==> config.mk <==
export PLATFORM = sky130hd
export DESIGN_NAME = light_serial_tx
export DESIGN_NICKNAME = d
export VERILOG_FILES = /design/src/rtl/light_dance_pkg.sv /design/src/rtl/light_hold_timer.sv /design/src/rtl/light_serial_tx.sv
export SDC_FILE = /design/constraint.sdc
export NUM_CORES = 1
export LEC_CHECK = 0
export ABC_AREA = 1
export CAP_MARGIN = 40
export CORE_UTILIZATION = 25
export DETAILED_ROUTE_END_ITERATION = 8
export GPL_TIMING_DRIVEN = 0
export PLACE_DENSITY = 0.56
export SLEW_MARGIN = 20
export SYNTH_ARGS = -nofsm -noshare
export SYNTH_HDL_FRONTEND = slang
export SYNTH_SLANG_ARGS = --single-unit
==> constraint.sdc <==
create_clock -name clk -period 1.4 [get_ports clk]
set_input_delay 0.28 -clock clk [delete_from_list [all_inputs] [get_ports clk]]
set_output_delay 0.28 -clock clk [all_outputs]
set_load 0.01 [all_outputs]
==> src/rtl/light_dance_pkg.sv <==
// Shared types and default sizing for the light-dance serial chain.
package light_dance_pkg;

  localparam int unsigned LD_WIDTH       = 8;
  localparam int unsigned LD_HOLD_CYCLES = 4;

  typedef enum logic [1:0] {
    IDLE  = 2'd0,
    SHIFT = 2'd1,
    LATCH = 2'd2,
    HOLD  = 2'd3
  } ld_tx_state_t;

endpackage

==> src/rtl/light_hold_timer.sv <==
// Step-interval down-counter: i_start loads HOLD_CYCLES, o_expired flags the final hold cycle.
module light_hold_timer #(
  parameter int unsigned HOLD_CYCLES = light_dance_pkg::LD_HOLD_CYCLES
) (
  input  logic clk,
  input  logic arst,
  input  logic i_start,
  output logic o_expired
);

  localparam int unsigned CntW = (HOLD_CYCLES > 0) ? $clog2(HOLD_CYCLES + 1) : 1;

  logic [CntW-1:0] r_cnt;

  always_ff @(posedge clk or posedge arst) begin
    if (arst) begin
      r_cnt <= '0;
    end else if (i_start) begin
      r_cnt <= CntW'(HOLD_CYCLES);
    end else if (r_cnt != '0) begin
      r_cnt <= r_cnt - CntW'(1);
    end
  end

  // High while the last of the HOLD_CYCLES cycles is being spent.
  assign o_expired = (r_cnt == CntW'(1));

endmodule

==> src/rtl/light_serial_tx.sv <==
// Serial pattern writer for the light-dance flip-flop chain: MSB-first shift, latch strobe,
// then a programmable hold before the next pattern is accepted.
module light_serial_tx
  import light_dance_pkg::*;
#(
  parameter int unsigned WIDTH       = LD_WIDTH,
  parameter int unsigned HOLD_CYCLES = LD_HOLD_CYCLES
) (
  input  logic             clk,
  input  logic             arst,
  input  logic [WIDTH-1:0] pat_in,
  input  logic             pat_valid,
  output logic             pat_ready,
  output logic             sdout,
  output logic             sload,
  output logic             slatch,
  output logic             busy,
  output logic             done
);

  localparam int unsigned BitW = $clog2(WIDTH + 1);

  ld_tx_state_t     r_state;
  ld_tx_state_t     w_state_d;
  logic [WIDTH-1:0] r_shreg;
  logic [WIDTH-1:0] w_shreg_d;
  logic [BitW-1:0]  r_bit_cnt;
  logic [BitW-1:0]  w_bit_cnt_d;
  logic             r_sdout;
  logic             r_sload;
  logic             r_slatch;
  logic             r_done;
  logic             w_sdout_d;
  logic             w_sload_d;
  logic             w_slatch_d;
  logic             w_done_d;
  logic             w_accept;
  logic             w_hold_start;
  logic             w_hold_expired;

  assign pat_ready = (r_state == IDLE);
  assign busy      = (r_state != IDLE);
  assign w_accept  = pat_valid & pat_ready;

  assign sdout  = r_sdout;
  assign sload  = r_sload;
  assign slatch = r_slatch;
  assign done   = r_done;

  light_hold_timer #(
    .HOLD_CYCLES (HOLD_CYCLES)
  ) u_hold_timer (
    .clk       (clk),
    .arst      (arst),
    .i_start   (w_hold_start),
    .o_expired (w_hold_expired)
  );

  always_ff @(posedge clk or posedge arst) begin
    if (arst) begin
      r_state <= IDLE;
    end else begin
      r_state <= w_state_d;
    end
  end

  always_comb begin
    w_state_d = r_state;
    case (r_state)
      IDLE:    if (w_accept) w_state_d = SHIFT;
      SHIFT:   if (r_bit_cnt == BitW'(1)) w_state_d = LATCH;
      LATCH:   w_state_d = (HOLD_CYCLES > 0) ? HOLD : IDLE;
      HOLD:    if (w_hold_expired) w_state_d = IDLE;
      default: w_state_d = IDLE;
    endcase
  end

  // Outputs are decoded from the next state and registered, so they change on the same
  // edge as the state and carry no combinational path from the inputs.
  always_comb begin
    w_shreg_d   = r_shreg;
    w_bit_cnt_d = r_bit_cnt;
    if (w_accept) begin
      w_shreg_d   = pat_in;
      w_bit_cnt_d = BitW'(WIDTH);
    end else if (r_state == SHIFT) begin
      w_shreg_d   = r_shreg << 1;
      w_bit_cnt_d = r_bit_cnt - BitW'(1);
    end
    w_sload_d    = (w_state_d == SHIFT);
    w_sdout_d    = (w_state_d == SHIFT) ? w_shreg_d[WIDTH-1] : 1'b0;
    w_slatch_d   = (w_state_d == LATCH);
    w_done_d     = (w_state_d == IDLE) && ((r_state == LATCH) || (r_state == HOLD));
    w_hold_start = (r_state == LATCH) && (w_state_d == HOLD);
  end

  always_ff @(posedge clk or posedge arst) begin
    if (arst) begin
      r_shreg   <= '0;
      r_bit_cnt <= '0;
      r_sdout   <= 1'b0;
      r_sload   <= 1'b0;
      r_slatch  <= 1'b0;
      r_done    <= 1'b0;
    end else begin
      r_shreg   <= w_shreg_d;
      r_bit_cnt <= w_bit_cnt_d;
      r_sdout   <= w_sdout_d;
      r_sload   <= w_sload_d;
      r_slatch  <= w_slatch_d;
      r_done    <= w_done_d;
    end
  end

endmodule

Run 1, routed clock nets over the placement:
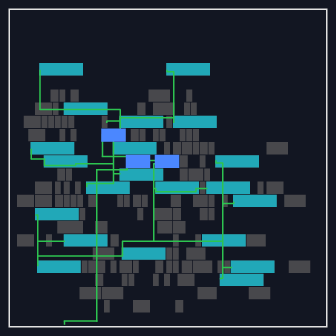
legend:
  flip-flops:
    color: cyan
    count: 21
  clock wires:
    color: green
    length: 282 µm
  clock-net drivers:
    color: blue
    count: 3
routed clock nets: 4

Run 1, sizing map:
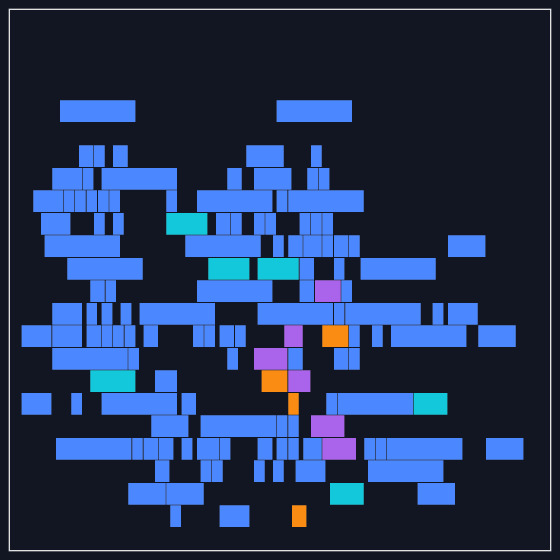
legend:
  x3 and x4:
    color: purple
    cells: 6
    share: 4.4%
  x1 and smaller:
    color: blue
    cells: 121
    share: 88%
  x2:
    color: orange
    cells: 4
    share: 2.9%
  x6 and larger:
    color: cyan
    cells: 6
    share: 4.4%

Run 1, congestion heat map:
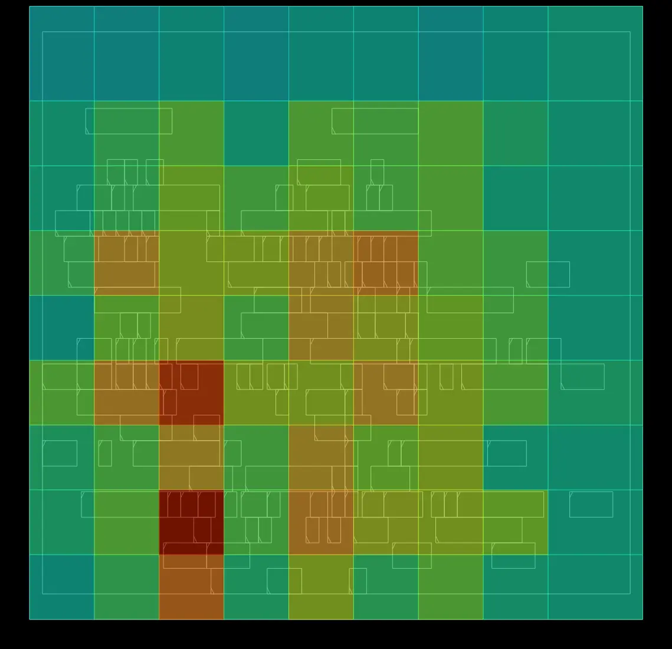
WL/cell: 10.3 µm
met3 Use GR: 2.08%
Util after Layout: 34.7%

Run 1, met3 routing:
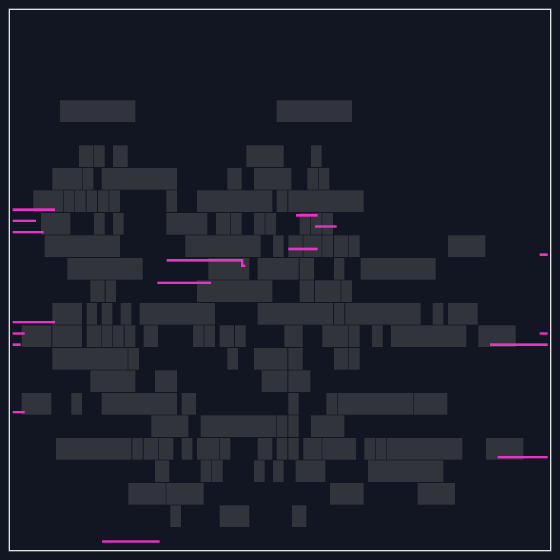
wire length on this layer: 63.0 µm
nets with wire on the layer: 16
share of all routed wire: 3.3%
main direction: horizontal

==> Slide: Implementation Results, run 1 <==
Synthesis and Place & Route Summary

Yosys
  – Cell count after synthesis: 115
  – Unique cell types: 18
  – Synthesized area: 1000 µm²
  – Avg Cell Area, Syn: 8.70 µm²
  – Main synth FF type: dfrtp_1
  – Yosys Chip Area: 1000 µm²
  – Post-synth EDFFs: 0

Placed design
  – Post-DP HPWL: 1440 µm
  – DP Area: 1220 µm²
  – Dpl cells: 179
  – IO buf count: 16

Route
  – Wire length on met2: roughly 940 µm
  – Initial drt markers: 22
  – DR top layer: met4
  – Met3 WL post-DR: about 63 µm
  – Vias/cell: 4.19

Power and ir drop
  – Clock power share: ~15%
  – P_int: 1.56 mW
  – Tot Pwr: ~2.6 mW
  – VDD IR max: 0.658 mV
  – Reg power frac: 38.2%

STA
  – Final clock skew: 3.98 ps
  – Maximum clock rate: approximately 750 MHz
  – RSZ-0062 raised after global routing: false
  – Max Slew Vio Count: 0
  – Final setup viols: 0
  – Crit path time final: 1330 ps

Critical path
  – CP delay by family, top: flip-flops
  – Critical Path Max Stage Delay: 400 ps
  – Crit Path Category: flop to output port
  – WP data arrival: 1050 ps
  – Worst path required time: 1120 ps
  – CP Max Fanout: 4
  – Crit. End Element: output port

Global route
  – Largest net degree at the start of global routing: 22
  – Grt total ovfl: 0
  – Total global-route track usage: 10.1%
  – Met2 Usage GRT: 16.5%
  – Vias in the first global route: 764
  – GR Layer Usage met1: 13.0%
  – First-pass GRT wire length: 3350 µm

Clock tree
  – TritonCTS clock tree: built
  – CTS Sinks: 21
  – Clk pin slew, worst setup/hold paths: 80 ps

Floorplanning
  – FP Rows: 22

Final layout
  – Synthesis-to-finish area growth: 29.9%

Run status
  – Status: finished, final reports clean
==> run 1: cells in the mapped netlist, types with 2 or more instances <==
cell type	n	area [µm²]
ha_1	5	62.6
o21ai_0	5	25.0
dfrtp_1	21	526
nand4_1	2	12.5
nand3_1	14	70.1
nand2_1	36	135
nand2_4	2	22.5
nor2_1	7	26.3
inv_1	14	52.6
==> run 1: timing repair <==
item | 4_1_cts | 5_1_grt
buffers inserted | 1 | 0
pin swaps | 0 | 1
resized | 7 | 6
hold buffers | 0 | 0
endpoints found under the setup margin | 2 | 6
==> run 1: worst paths after layout <==
check	cells past startpoint	slack, ps	to	from
max reg2reg	5	260	sdout	r_bit_cnt[1]
max	3	70	pat_ready	r_state[1]
max in group asynchronous	3	730	r_bit_cnt[2]	arst
min in group clk	2	490	r_shreg[0]	r_shreg[0]
min reg2reg	2	490	r_shreg[0]	r_shreg[0]
min	2	270	u_hold_timer.r_cnt[0]	arst
==> run 1: flip-flops by register name, indices dropped and copies added (netlist names) <==
signal	cells
sdout	1
u_hold_timer.r_cnt	3
sload	1
r_bit_cnt	4
r_state	2
slatch	1
done	1
r_shreg	8
==> run 1: logic make-up after synthesis <==
| logic type | share of synthesized area, % |
|---|---|
| fa+ha+maj | 6.25 |
| simple gates | 28.0 |
| flops | 52.5 |
| compound gates | 5.00 |
| buf+inv | 8.25 |
==> run 1: layout make-up <==
cell class                 count  area [µm²]
fill                         412        2440
multi-input combinational     76         398
sequential                    21         526
buffer                         1        11.3
inverter                      17        71.3
clock buffer                   4        45.0
tap                           48        60.1
timing repair buffer          18         189
==> run 1: power by group through the flow <==
stage,sequential (mW),combinational (mW),clock (mW)
floorplan,0.997,0.846,0
global placement,0.999,1.14,0
detailed placement,1.01,1.20,0
CTS,0.994,1.22,0.403
global route,1.02,1.39,0.426
finish,0.990,1.21,0.388
Run 1, gate-type map:
Bar = 20 µm.
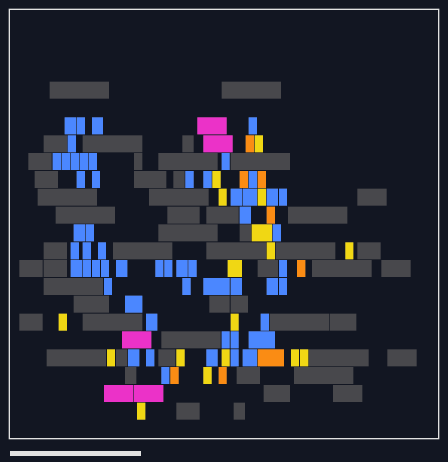

==> run 2: changes to the inputs <==
Settings changed: CORE_MARGIN from default to 10, RECOVER_POWER from default to 25.
Run 2, gate-type map:
Bar = 20 µm.
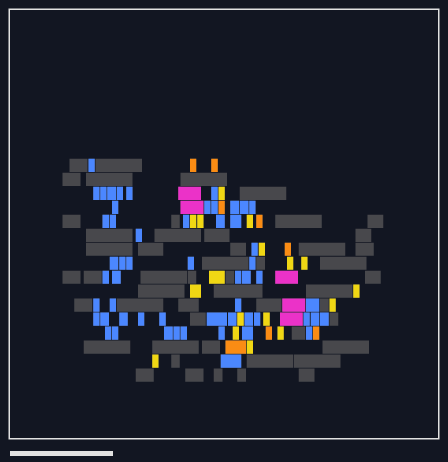
legend:
  nand cells:
    color: blue
    cells: 55
    most_used: nand2_1
  inv cells:
    color: yellow
    cells: 17
    most_used: inv_1
  fa/ha/maj cells:
    color: magenta
    cells: 5
    most_used: ha_1
  nor cells:
    color: orange
    cells: 8
    most_used: nor2_1
    where: middle

Run 2, routed clock nets over the placement:
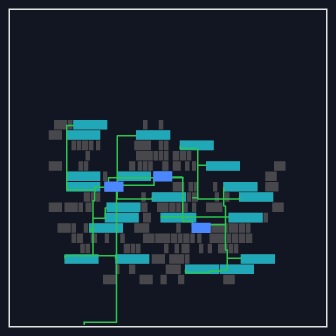
legend:
  clock wires:
    color: green
    length: 298 µm
  flip-flops:
    color: cyan
    count: 21
  clock-net drivers:
    color: blue
    count: 3
routed clock nets: 4

==> Slide: Implementation Results, run 2 <==
Synthesis and Place & Route Summary

Route
  – Vias/cell: between 4 and 5

Power and ir drop
  – Clock power share: about 16%
  – VDD IR max: approximately 0.66 mV
  – Reg power frac: 39.3%

Placed design
  – DP Area: 1220 µm²
  – Dpl cells: between 150 and 200

Yosys
  – Avg Cell Area, Syn: roughly 8.7 µm²
  – Most common cell in the synthesized netlist: nand2_1
  – Yosys top cell by area: dfrtp_1
  – Synthesized area: 1000 µm²

Global route
  – Grt total ovfl: 0
  – Vias in the first global route: 773
  – GR Layer Usage met1: 7.49%
  – Largest net degree at the start of global routing: 22
  – Met3 Use GR: under 10%
  – Total global-route track usage: under 10%

Critical path
  – Worst path required time: about 1100 ps
  – CP Max Fanout: 7
  – WP data arrival: 1040 ps
  – Crit. End Element: output port
  – Reg2reg path depth: 5
  – Crit Path Category: flop to output port

Final layout
  – Synthesis-to-finish area growth: 26.2%

STA
  – RSZ-0062 raised after global routing: false
  – Final setup viols: 0
  – Final clock skew: 1.68 ps
  – Crit path time final: approximately 1300 ps
  – Maximum clock rate: between 700 and 800 MHz

Clock tree
  – Post-CTS Hold Buffers: 0
  – TritonCTS clock tree: built
  – Post-CTS Setup Inserts: 0
  – Clk pin slew, worst setup/hold paths: ~80 ps

Run status
  – Status: finished, final reports clean
Run 2, met3 routing:
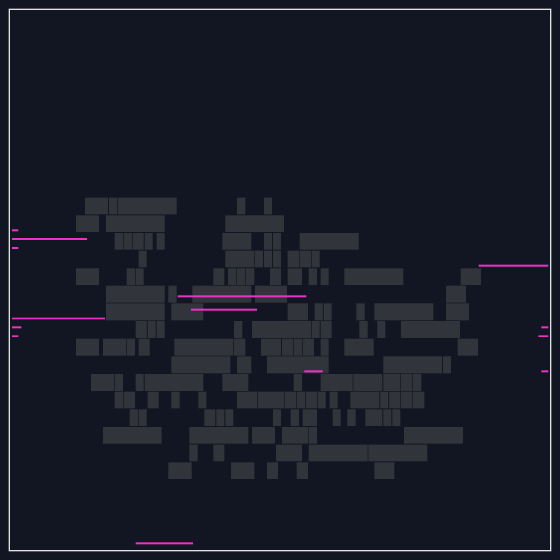
main direction: horizontal
longest straight run: 19.5 µm
wire length on this layer: 82.2 µm
nets with wire on the layer: 12
share of all routed wire: 4.1%

[run 2: repair_timing]
action | 4_1_cts | 5_1_grt
gates resized | 14 | 0
endpoints found under the hold margin | 0 | 0
endpoints found under the setup margin | 6 | 0
[run 2: layout make-up]
class,instances,area (µm²)
Sequential cell,21,527
Multi-Input combinational cell,76,398
Fill cell,399,2510
Buffer,1,11.3
Clock buffer,3,41.3
Clock inverter,1,5.00
Inverter,17,71.3
Tap cell,48,60.1
Timing Repair Buffer,17,150
[run 2: layer usage]
metal	wire (µm)	up-vias	share of wire, %
li1	-	403	-
met1	981	349	49
met2	893	15	45
met3	82	4	4.1
met4	47	0	2.3
met5	0	-	0
[run 2: cell families after synthesis]
group / after synthesis / synth area share, %
fa+ha+maj: 5 / 6.25
compound gates: 8 / 5.00
simple gates: 63 / 28.0
buf+inv: 18 / 8.25
flops: 21 / 52.5
[run 2: power groups by stage]
stage,Clock [mW],Combinational [mW],Sequential (mW)
3_3_place_gp,0,1.17,1.00
6_report,0.401,1.15,1.00
5_1_grt,0.439,1.34,1.04
4_1_cts,0.416,1.17,1.00
2_1_floorplan,0,0.846,0.997
3_5_place_dp,0,1.20,1.01
[run 2: worst max-delay path by stage]
stage	startpoint	endpoint	slack, ps	cells after the start
3_5_place_dp	r_state[0]	pat_ready	-70	3
6_report	r_state[0]	busy	80	4
5_1_grt	r_state[0]	busy	6	4
2_1_floorplan	r_state[0]	sdout	280	7
4_1_cts	r_state[0]	busy	70	4
3_3_place_gp	r_state[0]	pat_ready	-80	3
[run 2: critical path: cells and delay by family, from the launching register on]
kind	cells	cell delay (ps)
buffers and inverters	3	350
flip-flops	1	380
AND/OR/NAND/NOR	1	50
==> run 3: changes to the inputs <==
Settings changed: RECOVER_POWER 25 to 50.
Run 3, sizing map:
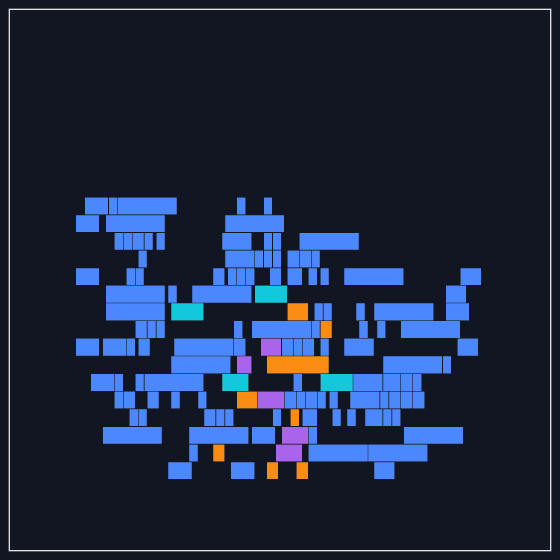
legend:
  x1 and smaller:
    color: blue
    cells: 119
    share: 88%
  x3 and x4:
    color: purple
    cells: 5
    share: 3.7%
  x6 and larger:
    color: cyan
    cells: 4
    share: 2.9%
  x2:
    color: orange
    cells: 8
    share: 5.9%

Run 3, gate-type map:
Bar = 20 µm.
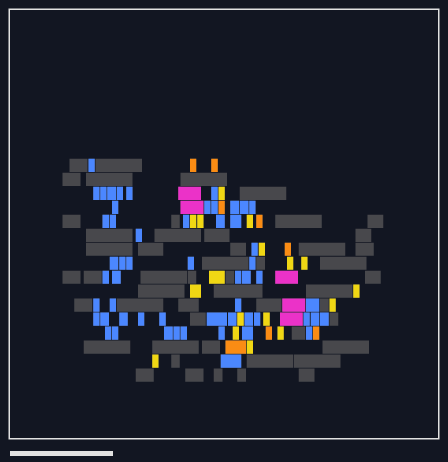
legend:
  nor cells:
    color: orange
    cells: 8
    most_used: nor2_1
    where: middle
  inv cells:
    color: yellow
    cells: 17
    most_used: inv_1
  nand cells:
    color: blue
    cells: 55
    most_used: nand2_1
  fa/ha/maj cells:
    color: magenta
    cells: 5
    most_used: ha_1
fraction of area in multi-input gates: 31.5%
most numerous logic cell after layout: nand2_1
fin cells: 184

Run 3, met3 routing:
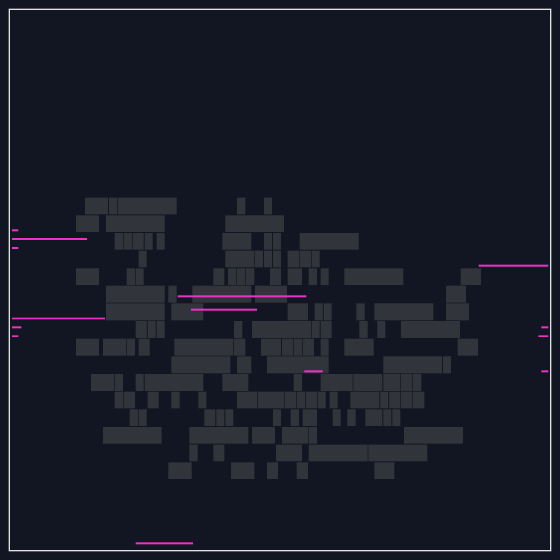
share of all routed wire: 4.1%
nets with wire on the layer: 12
longest straight run: 19.5 µm
main direction: horizontal

==> Slide: Implementation Results, run 3 <==
Synthesis and Place & Route Summary

Run status
  – Status: finished, final reports clean

Yosys
  – Mux frac, synth: 0%
  – Compound-Gate Fraction of Synth Area: about 5%
  – Unique cell types: 18
  – Cell count after synthesis: 115
  – Most common cell in the synthesized netlist: nand2_1
  – Dominant cell area share: 52.5%
  – Synthesized area: around 1000 µm²
  – Top cells by area: dfrtp_1 (53%), nand2_1 (14%), nand3_1 (7.0%)

Power and ir drop
  – Reg power frac: 39.3%

STA
  – RSZ-0062 raised after global routing: false
  – Max Slew Vio Count: 0
  – Maximum clock rate: 758 MHz

Placed design
  – Post-DP HPWL: between 1500 and 2000 µm
  – IO buf count: 16

Final layout
  – Biggest regs: r_shreg: 8 flops, r_bit_cnt: 4 flops, u_hold_timer.r_cnt: 3 flops
  – Signal buf overhead: between 10% and 20%
  – Buffers excl. clock: 18

Clock tree
  – TritonCTS clock tree: built
  – Clk pin slew, worst setup/hold paths: 80 ps

Route
  – DRT met1 WL: between 900 and 1000 µm

Floorplanning
  – Tapcell count: 48

Critical path
  – CP Depth: 4
  – WP data arrival: about 1000 ps

Global route
  – Total global-route track usage: under 10%
run 3: cell counts in the layout (fill, tap and decap cells not counted):
No cell type changed its count.
run 3: through the flow:
step | total power [mW] | utilization, % | instances | setup TNS [ps]
final | 2.55 | 33.5 | 184 | 0
after global routing | 2.81 | 33.5 | 184 | 0
after detailed placement | 2.21 | 32.4 | 179 | -76.1
after global placement | 2.17 | 32.4 | 179 | -75.1
after floorplan | 1.84 | - | 115 | 0
after CTS | 2.59 | 33.4 | 183 | 0
run 3: timing repair:
item,4_1_cts,5_1_grt
endpoints found under the setup margin,6,0
hold buffers,0,0
resized,14,0
endpoints found under the hold margin,0,0
run 3: how the worst min path moves through the flow:
stage                          start  slack, ps  cells past startpoint         end
after detailed placement  r_shreg[0]        470                      2  r_shreg[0]
final                           arst        320                      2  r_shreg[4]
after global routing            arst        340                      2  r_shreg[6]
after global placement    r_shreg[0]        470                      2  r_shreg[0]
after floorplan                 arst        260                      1        done
after CTS                 r_shreg[0]        490                      2  r_shreg[0]
run 3: routing by layer:
layer	vias to the layer above	GRT usage, %
li1	403	-
met1	349	7.49
met2	15	9.15
met3	4	2.15
met4	0	3.69
met5	-	0
run 3: power by group through the flow:
| stage | registers, mW | clock network [mW] | logic, mW |
|---|---|---|---|
| global placement | 1.00 | 0 | 1.17 |
| finish | 1.00 | 0.401 | 1.15 |
| CTS | 1.00 | 0.416 | 1.17 |
| global route | 1.04 | 0.439 | 1.34 |
| floorplan | 0.997 | 0 | 0.846 |
| detailed placement | 1.01 | 0 | 1.20 |
run 3: worst register-to-register path: cells and delay by family, from the launching register on:
family                   cells  cell delay (ps)
AND/OR/NAND/NOR              2              220
buffers and inverters        1               80
adder cells (fa/ha/maj)      1              140
flip-flops                   1              400
AND-OR/OR-AND                1              200
Power is estimated from default activity; no workload was simulated.
